## src/rtl/wav_stream_writer.sv

```systemverilog
// rtl/wav_stream_writer.sv - mono 16-bit PCM .wav byte stream generator
// Emits a 44-byte RIFF header, then buffered samples low byte first, over a valid/ready byte sink.
module wav_stream_writer #(
   parameter int SAMPLE_RATE = 48000,
   parameter int NUM_SAMPLES = 48000,
   parameter int FIFO_DEPTH  = 8
) (
   input  logic        CLK,
   input  logic        RESET,
   input  logic        I_DV,
   input  logic [15:0] DI,
   output logic        O_BV,
   output logic [7:0]  O_BYTE,
   input  logic        I_RDY,
   output logic        O_OVF,
   output logic        O_DONE
);

   localparam int AW = $clog2(FIFO_DEPTH);
   localparam logic [31:0] NUM_W = 32'(NUM_SAMPLES);
   localparam logic [AW:0] FULL_CNT = (AW+1)'(FIFO_DEPTH);

   function automatic logic [31:0] le32(input logic [31:0] v);
      return {v[7:0], v[15:8], v[23:16], v[31:24]};
   endfunction

   function automatic logic [15:0] le16(input logic [15:0] v);
      return {v[7:0], v[15:8]};
   endfunction

   // Byte 0 of the header sits in the most significant byte
   localparam logic [351:0] HDR = {
      "RIFF", le32(32'(36 + 2 * NUM_SAMPLES)), "WAVE", "fmt ", le32(32'd16),
      le16(16'd1), le16(16'd1), le32(32'(SAMPLE_RATE)), le32(32'(2 * SAMPLE_RATE)),
      le16(16'd2), le16(16'd16), "data", le32(32'(2 * NUM_SAMPLES))
   };

   typedef enum logic [1:0] {S_HEADER, S_DATA_LO, S_DATA_HI, S_DONE} state_t;

   state_t        state_q, state_d;
   logic [5:0]    idx_q, idx_d;
   logic [15:0]   mem_q [FIFO_DEPTH];
   logic [15:0]   mem_d [FIFO_DEPTH];
   logic [AW-1:0] wr_ptr_q, wr_ptr_d, rd_ptr_q, rd_ptr_d;
   logic [AW:0]   count_q, count_d, count_mid;
   logic [31:0]   emitted_q, emitted_d, accepted_q, accepted_d;
   logic          bv_q, bv_d, ovf_q, ovf_d, done_q, done_d;
   logic [7:0]    byte_q, byte_d;
   logic          xfer, pop, full, wr_req, wr_en;
   logic [15:0]   head;

   always_comb begin
      state_d    = state_q;
      idx_d      = idx_q;
      mem_d      = mem_q;
      wr_ptr_d   = wr_ptr_q;
      rd_ptr_d   = rd_ptr_q;
      emitted_d  = emitted_q;
      accepted_d = accepted_q;
      ovf_d      = ovf_q;
      pop        = 1'b0;
      xfer       = bv_q & I_RDY;
      full       = (count_q == FULL_CNT);
      wr_req     = I_DV && (state_q != S_DONE) && (accepted_q != NUM_W);
      wr_en      = wr_req && !full;
      if (wr_req && full) ovf_d = 1'b1;

      case (state_q)
         S_HEADER: begin
            if (xfer) begin
               if (idx_q == 6'd43) state_d = S_DATA_LO;
               else                idx_d   = idx_q + 6'd1;
            end
         end
         S_DATA_LO: begin
            if (xfer) state_d = S_DATA_HI;
         end
         S_DATA_HI: begin
            if (xfer) begin
               pop       = 1'b1;
               emitted_d = emitted_q + 32'd1;
               state_d   = (emitted_d == NUM_W) ? S_DONE : S_DATA_LO;
            end
         end
         default: ;
      endcase

      if (wr_en) begin
         mem_d[wr_ptr_q] = DI;
         wr_ptr_d        = wr_ptr_q + AW'(1);
         accepted_d      = accepted_q + 32'd1;
      end
      if (pop) rd_ptr_d = rd_ptr_q + AW'(1);
      count_mid = count_q - {{AW{1'b0}}, pop};
      count_d   = count_mid + {{AW{1'b0}}, wr_en};

      // An empty FIFO forwards the incoming sample straight to the output register
      head = (count_mid == '0) ? DI : mem_q[rd_ptr_d];

      case (state_d)
         S_HEADER: begin
            bv_d   = 1'b1;
            byte_d = HDR[{6'd43 - idx_d, 3'b000} +: 8];
         end
         S_DATA_LO: begin
            bv_d   = (count_d != '0);
            byte_d = bv_d ? head[7:0] : 8'h00;
         end
         S_DATA_HI: begin
            bv_d   = 1'b1;
            byte_d = head[15:8];
         end
         default: begin
            bv_d   = 1'b0;
            byte_d = 8'h00;
         end
      endcase
      done_d = (state_d == S_DONE);
   end

   always_ff @(posedge CLK) begin
      if (RESET) begin
         state_q    <= S_HEADER;
         idx_q      <= '0;
         wr_ptr_q   <= '0;
         rd_ptr_q   <= '0;
         count_q    <= '0;
         emitted_q  <= '0;
         accepted_q <= '0;
         bv_q       <= 1'b0;
         byte_q     <= 8'h00;
         ovf_q      <= 1'b0;
         done_q     <= 1'b0;
      end else begin
         state_q    <= state_d;
         idx_q      <= idx_d;
         wr_ptr_q   <= wr_ptr_d;
         rd_ptr_q   <= rd_ptr_d;
         count_q    <= count_d;
         emitted_q  <= emitted_d;
         accepted_q <= accepted_d;
         bv_q       <= bv_d;
         byte_q     <= byte_d;
         ovf_q      <= ovf_d;
         done_q     <= done_d;
      end
   end

   always_ff @(posedge CLK) begin
      mem_q <= mem_d;
   end

   assign O_BV   = bv_q;
   assign O_BYTE = byte_q;
   assign O_OVF  = ovf_q;
   assign O_DONE = done_q;

endmodule
```

## config.mk

```make
export PLATFORM = sky130hd
export DESIGN_NAME = wav_stream_writer
export DESIGN_NICKNAME = d
export VERILOG_FILES = /design/src/rtl/wav_stream_writer.sv
export SDC_FILE = /design/constraint.sdc
export NUM_CORES = 1
export LEC_CHECK = 0
export ABC_AREA = 1
export CELL_PAD_IN_SITES_DETAIL_PLACEMENT = 1
export CELL_PAD_IN_SITES_GLOBAL_PLACEMENT = 1
export CORE_MARGIN = 5
export CORE_UTILIZATION = 45
export CTS_BUF_LIST = sky130_fd_sc_hd__clkbuf_16
export DETAILED_ROUTE_END_ITERATION = 10
export PLACE_DENSITY = 0.81
export REMOVE_ABC_BUFFERS = 1
export SLEW_MARGIN = 20
export SYNTH_ARGS = -nofsm -noshare
export SYNTH_HDL_FRONTEND = slang
export SYNTH_SLANG_ARGS = --single-unit
```

## constraint.sdc

```tcl
create_clock -name CLK -period 3.7 [get_ports CLK]
set_clock_uncertainty 0.05 [all_clocks]
set_input_delay 0.74 -clock CLK [delete_from_list [all_inputs] [get_ports CLK]]
set_output_delay 0.74 -clock CLK [all_outputs]
set_load 0.02 [all_outputs]
```

Run 1, cell placement:
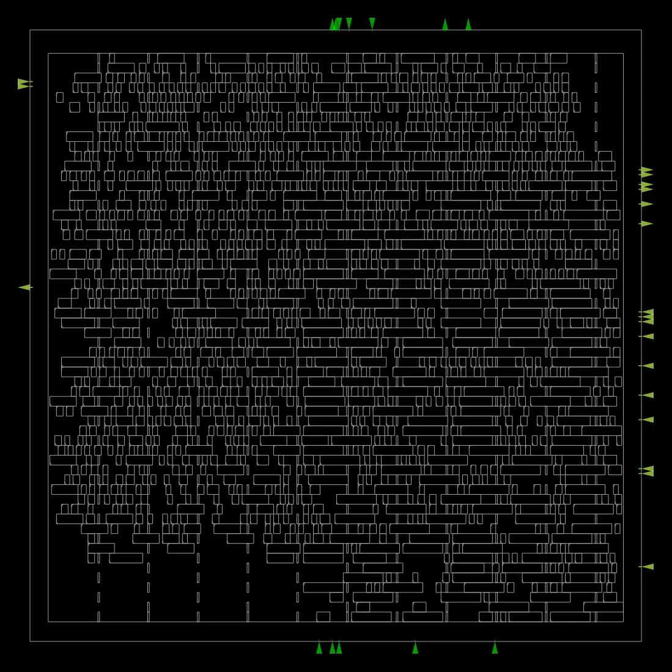
count of standard-cell rows: 58
filler cell count: 3087

Run 1, clock distribution:
Scale: 1.5 px per µm.
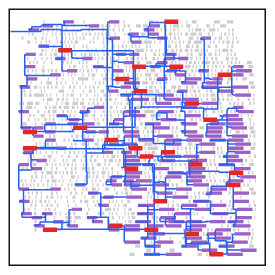
[blue] clock wires | length: 2960 µm
[red] cells driving clock nets | count: 26
[purple] flip-flops | count: 221
routed clock nets: 27
flops lie: widely spread
clk latency late pin: 520 ps
power consumed by the clock network: 2.27 mW
clock share of power: 0.414

==> run notes, run 1 <==
On the backend side, the flow ran end to end.

The run finished with clean final reports. The chip area line in the Yosys stat output reads 11500 µm². Among cell families on the critical path, the largest total delay comes from simple AND/OR/NAND/NOR gates. The synthesized-area fraction occupied by and/or/nand/nor cells stands at 0.320. The floorplan core area stands at 25200 µm². The number of nets in the final layout stands at 1514. The deepest level of the CTS H-tree stands at 1. In this run the clock root is driven by a sky130_fd_sc_hd__clkbuf_16. The script computed a power per unit cell area of 422 nW/µm².

The met3 track utilization from global routing stands at 0.0296. In the final layout, the registers with the most flip-flops are mem_q x128, accepted_q x32, emitted_q x32. The async set or reset register ratio after synthesis stands at 0.

Counting flops and latches in the post-synthesis netlist gives 221. The post-route met1 wirelength stands at 14400 µm. The non-clock inverter count in the final layout stands at 159. OpenSTA lists the critical path endpoint as O_BYTE[4].

For this run, design rule violations remaining after detail routing come to 0. The count of warning messages emitted by the tools stands at 32. The share of cells above drive strength 1 stands at 0.0756.

The number of buffers on the longest clock path stands at 3. The count of synthesis-stage warnings from yosys stands at 0. Per the cell usage report, the commonest logic cells after layout are sky130_fd_sc_hd__nand2_1, sky130_fd_sc_hd__nand3_1, sky130_fd_sc_hd__inv_1.

STA classifies the critical path startpoint as a register. The congestion estimate from routability-driven global placement came to 0.838. The number of global-route vias before repair came to 10.2k. The initial DRC count stands at 615.

The well-tap cell count stands at 330. After detailed placement, the design holds a cell count of 1778. The global-route wire length before repair stands at 53000 µm. The critical path crosses 17 cells after its start point. The number of routed nets with antenna violations stands at 0. STA shows the worst reg2reg path with a cell count of 17.

The buffer share of cell area stands at 0.0433. The critical path endpoint has a required time of 4120 ps. The CTS report gives the tree buffer count as 26. Per the synthesis report, the dominant area consumer among library cells is sky130_fd_sc_hd__edfxtp_1. The maximum resistive drop on vdd stands at 0.407 mV.

Setup repair after global routing left no endpoint under its margin. The cell sequence reported for the critical path is inv_1, ha_1, nand3_1, nor4_2, a21oi_1, nand2_1, clkinv_1, ha_1, ha_1, xnor2_1, nor4_2, buf_4, nor2_1, nand4_1, nand3_1, nand2_1, inv_1. The final period demand of the worst path stands at 3230 ps.

The area share of the largest cell type after synthesis stands at 0.335.
Run 1, wires at chosen ports, followed through buffers:
Scale: 3 px per µm.
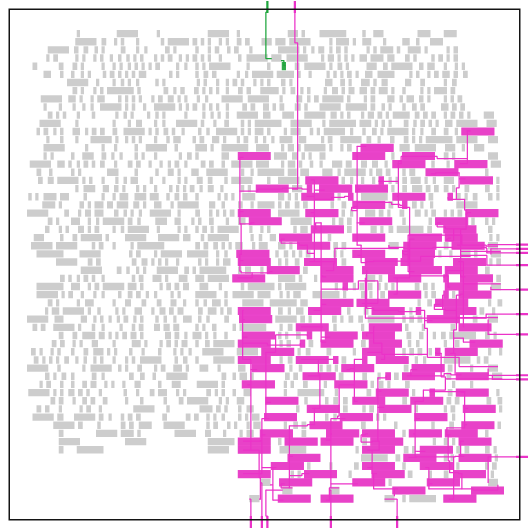
[magenta] `DI` | direction: input | end cells: 144 | buffers: 16 | wire: 1910 µm
[green] `I_RDY` | direction: input | end cells: 1 | buffers: 1 | wire: 21.3 µm
number of port buffers: 30
count of boundary I/O pins: 31

==> run 2, diff against run 1 <==
CORE_MARGIN = 4   (was 5)
Run 2, sequential cells grouped by signal name:
Scale: 1.5 px per µm.
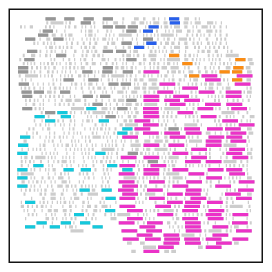
[blue] `idx_q` | placed flops: 6 | where: top center
[magenta] `mem_q` | placed flops: 128
[cyan] `emitted_q` | placed flops: 32
[orange] `O_BYTE` | placed flops: 8 | where: upper right
register share of the cell area: 0.435
sequential cell power: 2.69 mW
Storage cell area: 5710 µm²
post-layout util: 0.522

==> run 2 against run 1 <==
Compared with the run above: final area increased by 0.93%; fmax decreased by 4.0%; worst setup slack got worse by 130 ps; non-clock buffer count increased by 7; register-to-register slack got worse by 130 ps; clock power increased by 5%; worst hold slack got worse by 4.7 ps; critical path type unchanged.
==> run notes, run 2 <==
On the backend side, the flow ran end to end.

For the worst-skew pair, the clock arrives at the later sink with an insertion delay of 550 ps. By instance count after routing, the leading logic cell types are sky130_fd_sc_hd__nand2_1, sky130_fd_sc_hd__nand3_1, sky130_fd_sc_hd__inv_1. In the final layout, the registers with the most flip-flops are mem_q x128, accepted_q x32, emitted_q x32. Setup repair after global routing left no endpoint under its margin. The stage logs contain a warning count of 32. The die width stands at 168 µm. The well-tap cell count stands at 330.

According to the timing report, the critical path is captured at O_BYTE[3]. The initial DRC count stands at 671. The kind of cell with the highest combined delay along the critical path is simple AND/OR/NAND/NOR gates. The yosys synthesis chip area stands at 11500 µm². Per the TritonCTS log, the buffer count is 26. The floorplan has 58 rows. The flow ran to the end, and the final reports show no timing, DRC or antenna violations.

The non-clock inverter count in the final layout stands at 159. The count of synthesis-stage warnings from yosys stands at 0. In the power breakdown, the biggest contributor is registers.

The number of port buffers stands at 30. The relative contribution of sequential cells to total power stands at 0.479. The cell-mix breakdown from Yosys lists the simple-gate area share as 0.320. According to the finish report, the design has a final net count of 1521. The number of routed nets with antenna violations stands at 0.

The floorplan core area stands at 25100 µm². In this run the number of H-tree levels came out at 1. During I/O placement, the number of pins put on the boundary was 31. The cell depth of the worst flop-to-flop path stands at 17. The number of global-route vias before repair stands at 10.5k. The power density relative to cell area stands at 428 nW/µm².

The first global-routing pass estimated 54000 µm of wire. The cell sitting at the root of the clock tree is a sky130_fd_sc_hd__clkbuf_16. The synthesis stat section lists a flop and latch total of 221. The total of fill cells in the finished design stands at 3114. On met3, the global router reports a usage of 0.0286. In the synthesized netlist the async set-or-reset flop fraction comes to 0. The final period demand of the worst path stands at 3360 ps. STA classifies the critical path endpoint as a register. The data required time of the worst path stands at 4140 ps. The layout summary lists the proportion of cells stronger than drive strength 1 as 0.0805. Summed over all instances, the cell type with the most area after synthesis is sky130_fd_sc_hd__edfxtp_1. The power report attributes to the clock group a share of 0.427. The number of placed instances with taps included stands at 1785. The congestion estimate from routability-driven global placement came to 0.876. The post-route met1 wirelength stands at 14200 µm. CTS reports a maximum clock tree buffer depth of 3. The layout report lists the non-clock buffer share of cell area as 0.0489. Of the post-synthesis cell area, the dominant cell type holds 0.335.
==> run 3, diff against run 2 <==
SETUP_SLACK_MARGIN = 0.5   (was default)
Run 3, sequential cells grouped by signal name:
Scale: 1.5 px per µm.
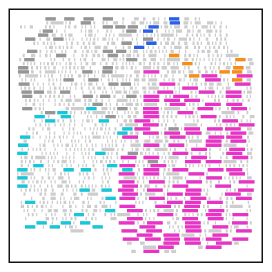
[cyan] `emitted_q` | placed flops: 32
[magenta] `mem_q` | placed flops: 128
[orange] `O_BYTE` | placed flops: 8 | where: upper right
[blue] `idx_q` | placed flops: 6 | where: top center
not colored: 47
register share of the cell area: 0.433
Storage cell area: 5710 µm²
post-layout util: 0.526

==> run 3 against run 2 <==
Compared with the run above: non-clock buffer count grew 4; largest cell class unchanged; critical path depth is 1 lower; critical path type is now in2reg; worst hold slack better by 0.64 ps; synthesized cell count did not move; sequential cell count unchanged.
==> run notes, run 3 <==
On the backend side, the flow ran end to end.

The detailed-routed wire length on met2 stands at 16600 µm. STA classifies the critical path endpoint as a register. Of the cells placed in the final design, the portion with a size suffix greater than 1 is 0.0916. The total count of hold-check failures in the final report stands at 0. In this run the core area contains 58 standard-cell rows.

Ranked by instance count, the synthesized netlist is headed by sky130_fd_sc_hd__nand2_1, sky130_fd_sc_hd__nand3_1, sky130_fd_sc_hd__inv_1, sky130_fd_sc_hd__nor2_1, sky130_fd_sc_hd__edfxtp_1. Warnings raised by the tools during the run amount to 32. The count of synthesis-stage warnings from yosys stands at 0.

The kind of cell with the highest combined delay along the critical path is simple AND/OR/NAND/NOR gates. The number of placed instances, taps included, is 1785. The data required time reported for the critical path is 4140 ps. The critical path ends at O_BYTE[3]. The number of buffers on the longest clock path stands at 3. The placement report lists the number of port buffers as 30. The number of remaining DRC errors stands at 0. The area share of the largest cell type after synthesis stands at 0.335. The final standard cell area without fillers stands at 13200 µm². The clock period could shrink to 3000 ps.

Derived from the worst setup path, the maximum achievable clock frequency is 0.334 GHz. The floorplan core area stands at 25100 µm². Per the skew report, the later register of the worst-skew pair sees a clock latency of 540 ps. The stat command in Yosys gives a chip area of 11500 µm². The power report attributes to the sequential group a share of 0.477. The remaining max-slew budget at the tightest pin stands at 0.320.

The met2 demand-to-capacity share in global routing stands at 0.414. Sorting the synthesized cells by area gives the leading types as sky130_fd_sc_hd__edfxtp_1, sky130_fd_sc_hd__dfxtp_1, sky130_fd_sc_hd__nand2_1. Per report_power, the Clock row totals 2.40 mW. Nets still carrying antenna violations after routing amount to 0. The async set or reset register ratio after synthesis stands at 0. Of the total power, combinational logic draws 0.097. The met3 track utilization from global routing stands at 0.0279. The floorplan step set the die width to 168 µm.

Total power normalized to cell area comes to 427 nW/µm². The cell depth of the worst flop-to-flop path stands at 16. The register bit total from synthesis stands at 221. The post-route met1 wirelength stands at 14300 µm. The flow inserted 330 tap cells. According to the floorplan report, the die height is 168 µm. The slowest stage of the critical path is the sky130_fd_sc_hd__clkdlybuf4s50_1 cell. Synthesis produced 1440 cells. The buffer share of cell area stands at 0.0509. The part of the power in the clock network stands at 0.425. The most critical min-delay path falls under reg2reg. The routability congestion estimate stands at 0.876. The net count of the finished layout is 1525. The boundary pin count stands at 31. VDD sags by at most 0.326 mV.

In the final layout, excluding clock buffers the buffer count is 70. Looking at the clock tree report, the H-tree level count equals 1. The first detailed-routing pass ran for 5 iterations. The non-clock inverter count in the final layout stands at 159. Entering global routing, the biggest net connects 57 pins. The library cells used most frequently in the layout, excluding fill and tap cells, are sky130_fd_sc_hd__nand2_1, sky130_fd_sc_hd__nand3_1, sky130_fd_sc_hd__inv_1. The power dissipated in sequential cells stands at 2.69 mW. The static leakage stands at 5.22 nW. In this run, the synthesized area fraction spent on and/or/nand/nor cells is recorded as 0.320. Per the synthesis report, the dominant area consumer among library cells is sky130_fd_sc_hd__edfxtp_1.

The flow ran to the end, and the final reports show no timing, DRC or antenna violations. STA lists the startpoint of the worst hold path as accepted_q[30]. The number of global-route vias before repair stands at 10.5k. The first global-routing pass estimated 54100 µm of wire.

The initial DRC count stands at 683. The critical path goes through clkdlybuf4s50_1, nand2_1, nor2_2, ha_1, ha_1, or2_2, and2_1, nor2_1, xor2_1, nor4_4, buf_4, nor2_1, nand4_1, nand3_1, nand2_1, inv_1. The timing report lists the critical path depth as 16 cells. The library cell used most frequently in the layout, excluding fill and tap cells, is sky130_fd_sc_hd__nand2_1. Setup repair after global routing left no endpoint under its margin.

The global router reports that the layer with the highest usage is met2. STA classifies the critical path startpoint as a primary input. The largest part of the power goes to registers. The largest registers in the layout are mem_q x128, accepted_q x32, emitted_q x32. After synthesis, the mean cell area works out to 7.97 µm².

The layout has 3100 filler cells. Counting the buffers created by CTS gives 26. The total congestion overflow after global routing stands at 0. The tree is rooted in a sky130_fd_sc_hd__clkbuf_16. The critical path is of the in2reg type.
Power is estimated from default activity; no workload was simulated.
